<file path="config.mk">
export PLATFORM = sky130hd
export DESIGN_NAME = prog_mem_arbiter_flat
export DESIGN_NICKNAME = d
export VERILOG_FILES = /design/src/rtl/prog_mem_arbiter_pkg.sv /design/src/rtl/prog_mem_arbiter_if.sv /design/src/rtl/prog_mem_arbiter_streak.sv /design/src/rtl/prog_mem_arbiter.sv /design/src/flat_wrapper.sv
export SDC_FILE = /design/constraint.sdc
export NUM_CORES = 1
export LEC_CHECK = 0
export CORE_MARGIN = 5
export CORE_UTILIZATION = 37
export CTS_CLUSTER_SIZE = 25
export DETAILED_ROUTE_END_ITERATION = 8
export PLACE_DENSITY = 0.74
export SYNTH_ARGS = -nofsm -noshare
export SYNTH_HDL_FRONTEND = slang
export SYNTH_SLANG_ARGS = --single-unit
export TNS_END_PERCENT = 30
</file>
<file path="constraint.sdc">
create_clock -name Clk -period 1 [get_ports Clk]
set_clock_uncertainty 0.05 [all_clocks]
set_input_delay 0.1 -clock Clk [delete_from_list [all_inputs] [get_ports Clk]]
set_output_delay 0.1 -clock Clk [all_outputs]
set_load 0.1 [all_outputs]
</file>
<file path="src/rtl/prog_mem_arbiter_pkg.sv">
// Shared types and default widths for the program-memory read arbiter.
// Optional feature macro used by the arbiter: PM_ARB_STARVE_GUARD_EN.
package prog_mem_arb_pkg;

  localparam int ADDR_BUS       = 11;
  localparam int DATA_SIZE      = 16;
  localparam int MAX_STREAK_DEF = 4;

  typedef enum logic [1:0] {
    OWN_NONE  = 2'd0,
    OWN_FETCH = 2'd1,
    OWN_DBG   = 2'd2
  } owner_t;

  // Maps this cycle's grant pair onto the owner recorded for the next cycle.
  function automatic owner_t owner_of(input logic f_gnt, input logic d_gnt);
    owner_t o;
    case ({f_gnt, d_gnt})
      2'b10:   o = OWN_FETCH;
      2'b01:   o = OWN_DBG;
      default: o = OWN_NONE;
    endcase
    return o;
  endfunction

endpackage

</file>
<file path="src/rtl/prog_mem_arbiter_if.sv">
// Request/grant/response bundle between the fetch stage, the debug unit,
// Prog_Mem and the arbiter.
interface prog_mem_arbiter_if
  import prog_mem_arb_pkg::*;
#(
  parameter int addr_bus  = ADDR_BUS,
  parameter int data_size = DATA_SIZE
);

  logic                 F_Req;
  logic [addr_bus-1:0]  F_Addr;
  logic                 F_Gnt;
  logic                 F_Valid;
  logic [data_size-1:0] F_Data;
  logic                 D_Req;
  logic [addr_bus-1:0]  D_Addr;
  logic                 D_Gnt;
  logic                 D_Valid;
  logic [data_size-1:0] D_Data;
  logic [addr_bus-1:0]  Mem_Addr;
  logic [data_size-1:0] Mem_Data;

  modport slave (
    input  F_Req, F_Addr, D_Req, D_Addr, Mem_Data,
    output F_Gnt, F_Valid, F_Data, D_Gnt, D_Valid, D_Data, Mem_Addr
  );

  modport master (
    output F_Req, F_Addr, D_Req, D_Addr, Mem_Data,
    input  F_Gnt, F_Valid, F_Data, D_Gnt, D_Valid, D_Data, Mem_Addr
  );

endinterface

</file>
<file path="src/rtl/prog_mem_arbiter_streak.sv">
// Saturating streak counter: clear wins over increment, sat flags the ceiling.
module pm_arb_streak_ctr #(
  parameter int MAX = 4
) (
  input  logic clk,
  input  logic rst,
  input  logic clr,
  input  logic inc,
  output logic sat
);

  localparam int W = $clog2(MAX + 1);

  logic [W-1:0] cnt_r;

  // Count up on inc, stop at MAX, return to zero on reset or clear.
  always_ff @(posedge clk) begin
    if (rst || clr) begin
      cnt_r <= {W{1'b0}};
    end else if (inc && (cnt_r != W'(MAX))) begin
      cnt_r <= cnt_r + {{(W-1){1'b0}}, 1'b1};
    end
  end

  assign sat = (cnt_r == W'(MAX));

endmodule

</file>
<file path="src/rtl/prog_mem_arbiter.sv">
// Arbitrates Prog_Mem's single combinational read port between fetch and debug.
// Define PM_ARB_STARVE_GUARD_EN to let debug break a long run of fetch grants.
module prog_mem_arbiter
  import prog_mem_arb_pkg::*;
#(
  parameter int addr_bus  = ADDR_BUS,
  parameter int data_size = DATA_SIZE
`ifdef PM_ARB_STARVE_GUARD_EN
  , parameter int MAX_STREAK = MAX_STREAK_DEF
`endif
) (
  input  logic                Clk,
  input  logic                Reset,
  prog_mem_arbiter_if.slave   bus,
  output owner_t              owner
);

  logic                 f_gnt_s;
  logic                 d_gnt_s;
  logic                 d_turn_s;
  logic [addr_bus-1:0]  mem_addr_s;
  logic [addr_bus-1:0]  last_addr_r;
  logic                 f_valid_r;
  logic                 d_valid_r;
  logic [data_size-1:0] f_data_r;
  logic [data_size-1:0] d_data_r;
  owner_t               owner_r;

`ifdef PM_ARB_STARVE_GUARD_EN
  logic sat_s;

  pm_arb_streak_ctr #(.MAX(MAX_STREAK)) u_streak (
    .clk (Clk),
    .rst (Reset),
    .clr (d_gnt_s | ~bus.D_Req),
    .inc (f_gnt_s & bus.D_Req),
    .sat (sat_s)
  );

  assign d_turn_s = sat_s;
`else
  assign d_turn_s = 1'b0;
`endif

  // Grant selection; fetch wins contention unless debug has waited out its streak.
  always_comb begin
    f_gnt_s = 1'b0;
    d_gnt_s = 1'b0;
    if (Reset) begin
      f_gnt_s = 1'b0;
      d_gnt_s = 1'b0;
    end else if (bus.F_Req && bus.D_Req) begin
      if (d_turn_s) begin
        d_gnt_s = 1'b1;
      end else begin
        f_gnt_s = 1'b1;
      end
    end else if (bus.F_Req) begin
      f_gnt_s = 1'b1;
    end else if (bus.D_Req) begin
      d_gnt_s = 1'b1;
    end else begin
      f_gnt_s = 1'b0;
      d_gnt_s = 1'b0;
    end
  end

  // Memory address follows the grant; otherwise it parks on the last granted address.
  always_comb begin
    mem_addr_s = last_addr_r;
    if (f_gnt_s) begin
      mem_addr_s = bus.F_Addr;
    end else if (d_gnt_s) begin
      mem_addr_s = bus.D_Addr;
    end else begin
      mem_addr_s = last_addr_r;
    end
  end

  // Capture the memory word for the granted side; the other side's data holds.
  always_ff @(posedge Clk) begin
    if (Reset) begin
      f_valid_r   <= 1'b0;
      d_valid_r   <= 1'b0;
      f_data_r    <= {data_size{1'b0}};
      d_data_r    <= {data_size{1'b0}};
      last_addr_r <= {addr_bus{1'b0}};
      owner_r     <= OWN_NONE;
    end else begin
      f_valid_r <= f_gnt_s;
      d_valid_r <= d_gnt_s;
      if (f_gnt_s) begin
        f_data_r <= bus.Mem_Data;
      end
      if (d_gnt_s) begin
        d_data_r <= bus.Mem_Data;
      end
      if (f_gnt_s || d_gnt_s) begin
        last_addr_r <= mem_addr_s;
      end
      owner_r <= owner_of(f_gnt_s, d_gnt_s);
    end
  end

  assign bus.F_Gnt    = f_gnt_s;
  assign bus.D_Gnt    = d_gnt_s;
  assign bus.Mem_Addr = mem_addr_s;
  assign bus.F_Valid  = f_valid_r;
  assign bus.D_Valid  = d_valid_r;
  assign bus.F_Data   = f_data_r;
  assign bus.D_Data   = d_data_r;
  assign owner        = owner_r;

endmodule

</file>
<file path="src/flat_wrapper.sv">
// flat-port wrapper written by rule: the top's interface ports become plain ports
module prog_mem_arbiter_flat import prog_mem_arb_pkg::*;
#(
  parameter int addr_bus  = ADDR_BUS,
  parameter int data_size = DATA_SIZE

)
  (Clk, Reset, owner, bus_F_Req, bus_F_Addr, bus_D_Req, bus_D_Addr, bus_Mem_Data, bus_F_Gnt, bus_F_Valid, bus_F_Data, bus_D_Gnt, bus_D_Valid, bus_D_Data, bus_Mem_Addr);
  prog_mem_arbiter_if #(.addr_bus(addr_bus), .data_size(data_size)) bus_i ();
  input  logic Clk;
  input  logic Reset;
  output owner_t owner;
  input wire logic [$bits(bus_i.F_Req)-1:0] bus_F_Req;
  input wire logic [$bits(bus_i.F_Addr)-1:0] bus_F_Addr;
  input wire logic [$bits(bus_i.D_Req)-1:0] bus_D_Req;
  input wire logic [$bits(bus_i.D_Addr)-1:0] bus_D_Addr;
  input wire logic [$bits(bus_i.Mem_Data)-1:0] bus_Mem_Data;
  output wire logic [$bits(bus_i.F_Gnt)-1:0] bus_F_Gnt;
  output wire logic [$bits(bus_i.F_Valid)-1:0] bus_F_Valid;
  output wire logic [$bits(bus_i.F_Data)-1:0] bus_F_Data;
  output wire logic [$bits(bus_i.D_Gnt)-1:0] bus_D_Gnt;
  output wire logic [$bits(bus_i.D_Valid)-1:0] bus_D_Valid;
  output wire logic [$bits(bus_i.D_Data)-1:0] bus_D_Data;
  output wire logic [$bits(bus_i.Mem_Addr)-1:0] bus_Mem_Addr;
  assign bus_i.F_Req = bus_F_Req;
  assign bus_i.F_Addr = bus_F_Addr;
  assign bus_i.D_Req = bus_D_Req;
  assign bus_i.D_Addr = bus_D_Addr;
  assign bus_i.Mem_Data = bus_Mem_Data;
  assign bus_F_Gnt = bus_i.F_Gnt;
  assign bus_F_Valid = bus_i.F_Valid;
  assign bus_F_Data = bus_i.F_Data;
  assign bus_D_Gnt = bus_i.D_Gnt;
  assign bus_D_Valid = bus_i.D_Valid;
  assign bus_D_Data = bus_i.D_Data;
  assign bus_Mem_Addr = bus_i.Mem_Addr;
  prog_mem_arbiter #(.addr_bus(addr_bus), .data_size(data_size)) u_core (.Clk(Clk), .Reset(Reset), .bus(bus_i), .owner(owner));
endmodule
</file>
==> results_dict.tcl, run 1 <==
# flow metrics
set metrics [dict create \
    outcome "finished with violations" \
    failed_checks "setup timing" \
    grt_max_degree 22 \
    hold_depth 3 \
    worst_setup_path_endpoint "bus_Mem_Addr[10]" \
    grt-ovfl-total 0 \
    post_route_cells_drive_above_1_share 0.541 \
    worst_setup_hold_path_clk_slew_ns 0.08 \
    postSynthSeqShare 0.464 \
    xor_area_frac 0 \
    tool_warnings 29 \
    worst_ep_required_time_ns 0.85 \
    setup-tns-final_ns -1.11 \
    detailroute.wirelength.met2_um 3670 \
    switching_share 0.366 \
    areaGrowthSynthToFinish_pct 109 \
    die_width_um 84.0 \
    share_comb_of_total_power 0.405 \
    top_area_frac 0.464 \
    core.rowCount 27 \
    netlist_area_um2 2030 \
    utilization 0.784 \
    worstHoldEndpoint "u_core.last_addr_r[1]" \
    critical_path.startpoint "bus_F_Req" \
    grt_use_met3 0.0415 \
    antenna_found_initial 0 \
    setup_viol 12 \
    ys_chip_area_um2 2030 \
    tritoncts_buffer_count 5 \
    worst_hold_slack_ns 0.0679 \
    clockPowerShare 0.230 \
    met3RoutedLength_um 272 \
    timing.final.max_slew_violations 0 \
    top_layer "met4" \
    power.sequential.total_w 0.00209 \
    final-hold-violation-count 0 \
    post_cts_hold_buffer_count 0 \
    route.detailed.drc 0 \
    yosys.area_share.aoi 0.150 \
    dp_slack_ns -0.542 \
    yosys-top-cells-area "sky130_fd_sc_hd__dfxtp_1 46%, sky130_fd_sc_hd__nand2_1 10%, sky130_fd_sc_hd__mux2i_1 7.9%, sky130_fd_sc_hd__nor2b_1 7.7%, sky130_fd_sc_hd__a32oi_1 4.8%" \
    worst_flop_to_flop_path_endpoint "u_core.last_addr_r[8]" \
    via_count 2072 \
    startpoint_type "input port" \
    final_min_period_over_clock_period 1.13 \
    clk_root_buffer_cell "sky130_fd_sc_hd__clkbuf_8" \
    pwr.group.clock_w 0.00131 \
    finalWorstSetupSlack_ns -0.127 \
    simple_gate_share 0.248 \
]
run 1: layout make-up:
type	count	area, um2
fillers	331	1170
repair buffers	121	1700
clock buffers	6	72.6
flip-flops and latches	47	1030
multi-input cells	167	1320
well taps	72	90.1
clock inverters	1	30.0
run 1: cell families after synthesis:
family                 after synthesis
AND/OR/NAND/NOR                    112
flip-flops                          47
AND-OR/OR-AND                       39
buffers and inverters               20
multiplexers                        16
run 1: placed cells by master (no fill, tap or decap), types with 2 or more instances in the layout:
cell,n
sky130_fd_sc_hd__mux2i_1,16
sky130_fd_sc_hd__nand2_2,10
sky130_fd_sc_hd__buf_4,21
sky130_fd_sc_hd__buf_12,51
sky130_fd_sc_hd__a21oi_2,10
sky130_fd_sc_hd__a211oi_2,2
sky130_fd_sc_hd__dfxtp_2,35
sky130_fd_sc_hd__nand2_4,10
sky130_fd_sc_hd__nand2_8,2
sky130_fd_sc_hd__nor2_4,2
sky130_fd_sc_hd__dfxtp_4,11
sky130_fd_sc_hd__a21oi_1,6
sky130_fd_sc_hd__nand2_1,32
sky130_fd_sc_hd__a32oi_4,8
sky130_fd_sc_hd__buf_6,8
sky130_fd_sc_hd__dlygate4sd2_1,22
sky130_fd_sc_hd__nor2_1,18
sky130_fd_sc_hd__a211oi_1,9
sky130_fd_sc_hd__clkdlybuf4s50_1,16
sky130_fd_sc_hd__nor3_1,11
sky130_fd_sc_hd__clkbuf_8,5
sky130_fd_sc_hd__a32oi_2,3
sky130_fd_sc_hd__nor2b_1,24
run 1: Yosys cell counts:
cell type	count
sky130_fd_sc_hd__a211oi_1	11
sky130_fd_sc_hd__a21oi_1	6
sky130_fd_sc_hd__a21oi_2	10
sky130_fd_sc_hd__a32oi_1	11
sky130_fd_sc_hd__and2b_1	1
sky130_fd_sc_hd__buf_2	10
sky130_fd_sc_hd__buf_4	4
sky130_fd_sc_hd__buf_6	2
sky130_fd_sc_hd__clkbuf_1	4
sky130_fd_sc_hd__dfxtp_1	47
sky130_fd_sc_hd__mux2i_1	16
sky130_fd_sc_hd__nand2_1	54
sky130_fd_sc_hd__nand2b_1	1
sky130_fd_sc_hd__nor2_1	20
sky130_fd_sc_hd__nor2b_1	25
sky130_fd_sc_hd__nor3_1	11
sky130_fd_sc_hd__o21bai_1	1
run 1: flip-flops by register name, indices dropped and copies added (netlist names):
register            count
u_core.bus.D_Data      16
u_core.bus.F_Data      16
u_core.last_addr_r     11
u_core.owner            2
u_core.bus.D_Valid      1
u_core.bus.F_Valid      1
run 1: timing repair:
| action | 4_1_cts | 5_1_grt |
|---|---|---|
| resized | 94 | 11 |
| endpoints found under the setup margin | 62 | 32 |
| pin swaps | 16 | 6 |
| setup buffers | 0 | 1 |
| gates cloned | 3 | 0 |
run 1: worst max-delay path: stages:
cell and delay, ns:
sky130_fd_sc_hd__buf_12 0.12, sky130_fd_sc_hd__nor2b_4 0.15, sky130_fd_sc_hd__buf_8 0.14, sky130_fd_sc_hd__a32oi_4 0.22, sky130_fd_sc_hd__nand2_8 0.07, sky130_fd_sc_hd__buf_12 0.17
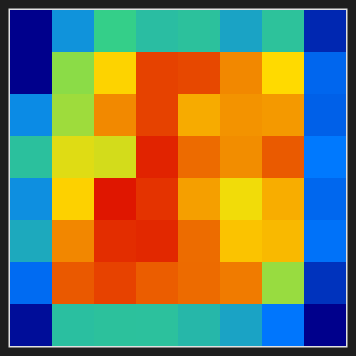
(run_1/cell_density.png)
Drawn at 4 px/um. The die is cut into 8 by 8 equal tiles; dark blue is low, red is high, 0 to 100% covered.
nearly empty tiles: 4.7%
tiles over 75% full: 47%
densest ninth of the die: centre
mean over tiles: 59%
fullest tile: 98%

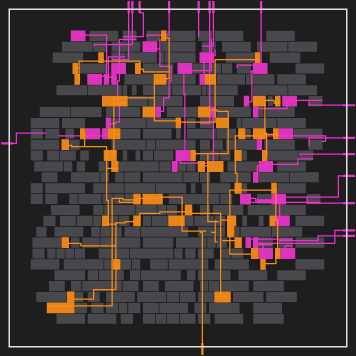
(run_1/io_fan.png)
Drawn at 4 px/um.
| colour | port | bits | direction | end cells | buffers | wire |
|---|---|---|---|---|---|---|
| magenta | bus_Mem_Data | 16 | input | 32 | 16 | 550 um |
| orange | Reset | 1 | input | 51 | 5 | 538 um |
number of top-level pins: 91
I/O Buffers: 90

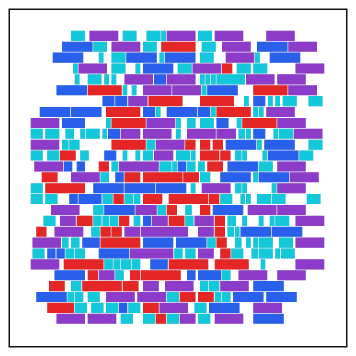
(run_1/sizes.png)
Drawn at 4 px/um.
| colour | size | cells | share | most used |
|---|---|---|---|---|
| cyan | _0 and _1 cells | 157 | 46% | nand2_1 |
| blue | _2 cells | 60 | 18% | dfxtp_2 |
| red | _3 and _4 cells | 55 | 16% | buf_4 |
| purple | _6 and larger | 70 | 20% | buf_12 |

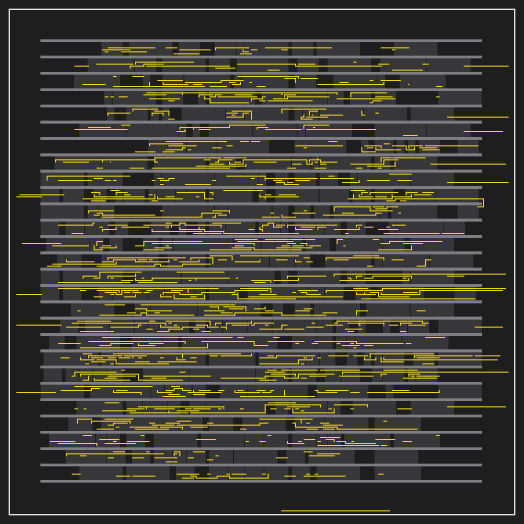
(run_1/layer_met1.png)
Drawn at 6 px/um. Supply wires on this layer in grey.
share of all routed wire: 42%
main direction: horizontal
wire length on this layer: 2,850 um
global-route track usage on met1: 0.228
post-detailed-routing wire length: 6840 um

==> run 2: changes to the inputs <==
--- a/config.mk
+++ b/config.mk
@@ -5,6 +5,7 @@
 export SDC_FILE = /design/constraint.sdc
 export NUM_CORES = 1
 export LEC_CHECK = 0
+export CAP_MARGIN = 0
 export CORE_MARGIN = 5
 export CORE_UTILIZATION = 37
 export CTS_CLUSTER_SIZE = 25
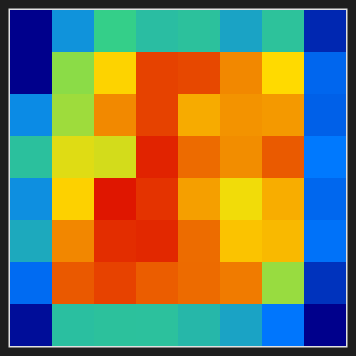
(run_2/cell_density.png)
Drawn at 4 px/um. The die is cut into 8 by 8 equal tiles; dark blue is low, red is high, 0 to 100% covered.
mean over tiles: 59%
nearly empty tiles: 4.7%
tiles over 75% full: 47%
area of the core: 5410 um2
Pre-Place Util: 0.375
fraction of the core area covered by cells at the end of the flow: 0.784

==> run 2 against run 1 <==
  * The run still ends with setup timing left
  * Routed wire length is the same
  * Register-to-register slack is essentially flat
  * Via count is the same
  * Power is the same
  * Count of clock-buffer cells in the layout is the same
  * Hold slack is the same
  * Critical path depth is the same
  * Die size is the same
  * First-iteration DRC count is the same
  * Non-clock buffer count is the same
  * Synthesized cell count is the same
==> results_dict.tcl, run 2 <==
# flow metrics
set metrics [dict create \
    lay_top_count "sky130_fd_sc_hd__buf_12" \
    die_h_um 84.0 \
    startpoint_type "input port" \
    ys_seq_elements 47 \
    finalWorstSetupSlack_ns -0.127 \
    holdCritPathClass "input port to flip-flop" \
    timing.final.max_slew_violations 0 \
    cellLeakagePower_nw 1.69 \
    clock_latency_ns 0.28 \
    floorplan.die_area_um2 7050 \
    power.density_cell_area_nw_per_um2 1350 \
    yosys.cell_count.top_type "sky130_fd_sc_hd__nand2_1" \
    detailed_placer_s_ending_hpwl_um 4850 \
    drt-wirelength-per-cell_um 16.5 \
    post-synth-top-area-cell "sky130_fd_sc_hd__dfxtp_1" \
    timing.final.crit_period_ns 1.13 \
    first_global_vias 2189 \
    post-layout-total-power_w 0.00571 \
    netlist_area_um2 2030 \
    post-route-cell-area_um2 4240 \
    synth.top_cells.by_count "54 x sky130_fd_sc_hd__nand2_1, 47 x sky130_fd_sc_hd__dfxtp_1, 25 x sky130_fd_sc_hd__nor2b_1, 20 x sky130_fd_sc_hd__nor2_1, 16 x sky130_fd_sc_hd__mux2i_1" \
    grtUsageTotal 0.193 \
    floorplan.nets 276 \
    async_set_or_reset_flop_fraction_in_the_synthesized_netlist 0 \
    tritoncts_buffer_count 5 \
    grt-ovfl-total 0 \
    antenna_left 0 \
    io-pin-count 91 \
    antenna_found_initial 0 \
    worstPathMaxFanout 6 \
    grt_first_pass_wirelength_um 11100 \
    drv_cap 0 \
    gp_congestion 0.793 \
    share_comb_of_total_power 0.405 \
    ys.flop_type "sky130_fd_sc_hd__dfxtp_1" \
    critical_path.startpoint "bus_F_Req" \
    totalWireLength_um 6840 \
    critPathArrivalTime_ns 0.98 \
    regToRegStartpoint "u_core.last_addr_r[8]" \
    setup_viol 12 \
    top_area_frac 0.464 \
    critical_path.endpoint_type "primary output" \
    finish.net_count 384 \
    io_buffer_count 90 \
    num_antenna_cells 0 \
    areaGrowthSynthToFinish_pct 109 \
    drt-initial-drc-count 59 \
    cell_internal_power_dissipation_w 0.00362 \
    grt_max_degree 22 \
    core.rowCount 27 \
    post_route_cells_drive_above_1_share 0.541 \
    final_cell_count_no_fill 414 \
    outcome "finished with violations" \
    vias_per_cell 5.00 \
    yosys-top-cells-area "sky130_fd_sc_hd__dfxtp_1 46%, sky130_fd_sc_hd__nand2_1 10%, sky130_fd_sc_hd__mux2i_1 7.9%, sky130_fd_sc_hd__nor2b_1 7.7%, sky130_fd_sc_hd__a32oi_1 4.8%" \
    post_cts_hold_buffer_count 0 \
    crit_type "input port to primary output" \
    rsz0062_at_grt "yes" \
    worst_setup_hold_path_clk_slew_ns 0.08 \
    r2r_slack_ns 0.04 \
    route.detailed.drc 0 \
    sequentialPowerShare 0.365 \
    detail_route.first_pass.iterations 4 \
    hp-start "Reset" \
    worst_slew_pin_slew_ns 0.283 \
    postSynthSeqShare 0.464 \
    tritoncts_num_sinks 47 \
    die_width_um 84.0 \
    cts_htree_levels 2 \
    clockPowerShare 0.230 \
    final_min_period_over_clock_period 1.13 \
    setup-tns-final_ns -1.11 \
    achievable-frequency_mhz 888 \
    net_sw_power_w 0.00209 \
    postSynthCellCount 234 \
    worst_ep_required_time_ns 0.85 \
    failed_checks "setup timing" \
    synth.avg_cell_area_um2 8.66 \
    final-hold-violation-count 0 \
    clk_root_buffer_cell "sky130_fd_sc_hd__clkbuf_8" \
    final_cell_mix "51 x sky130_fd_sc_hd__buf_12, 35 x sky130_fd_sc_hd__dfxtp_2, 32 x sky130_fd_sc_hd__nand2_1" \
    cts_tree "built" \
    ys_chip_area_um2 2030 \
    synth-edff-count 0 \
    via_count 2072 \
    tool_warnings 29 \
    switching_share 0.366 \
    max-slew-margin-rel 0.811 \
]
[run 2: cell counts after synthesis]
No cell type changed its count.
[run 2: stage by stage]
stage,hold WS (ns),utilization,setup slack [ns]
floorplan,0.178,-,-0.293
global placement,0.416,0.713,-0.504
detailed placement,0.420,0.713,-0.542
CTS,0.0533,0.775,-0.113
global route,0.0666,0.784,-0.156
finish,0.0679,0.784,-0.127
[run 2: power by group through the flow]
stage	Sequential, W	Combinational, W	Clock (W)
after floorplan	0.00259	0.000829	0
after global placement	0.00210	0.00218	0
after detailed placement	0.00210	0.00220	0
after CTS	0.00208	0.00229	0.00134
after global routing	0.00210	0.00239	0.00144
final	0.00209	0.00231	0.00131
[run 2: critical path, cell delays in order]
cell and delay [ns]:
sky130_fd_sc_hd__buf_12 0.12, sky130_fd_sc_hd__nor2b_4 0.15, sky130_fd_sc_hd__buf_8 0.14, sky130_fd_sc_hd__a32oi_4 0.22, sky130_fd_sc_hd__nand2_8 0.07, sky130_fd_sc_hd__buf_12 0.17
[run 2: cell type report]
class,instances,area (um2)
timing repair buffer,121,1700
multi-input combinational,167,1320
fill,331,1170
sequential,47,1030
tap,72,90.1
clock buffer,6,72.6
clock inverter,1,30.0
[run 2: cell families after synthesis]
group	count (synthesis)	share of synthesized area
buf+inv	20	0.0581
mux	16	0.0791
simple gates	112	0.248
flops	47	0.464
compound gates	39	0.150
[run 2: worst paths after layout]
path,endpoint,cells after the start
max,bus_Mem_Addr[10],6
min,u_core.last_addr_r[1],3
max reg2reg,u_core.last_addr_r[8],3
min reg2reg,u_core.bus.D_Data[14],2
[run 2: routing by layer]
metal  track usage  up-vias  wire length [um]
li1              -     1014                 -
met1         0.228      999              2850
met2         0.353       55              3670
met3        0.0415        4               272
met4        0.0482        0                45
met5             0        -                 0
[run 2: timing repair]
action | CTS | global route
setup buffers | 0 | 1
gates cloned | 3 | 0
endpoints found under the setup margin | 62 | 32
pin swaps | 16 | 6
resized | 94 | 11
Power and IR drop assume default switching activity.
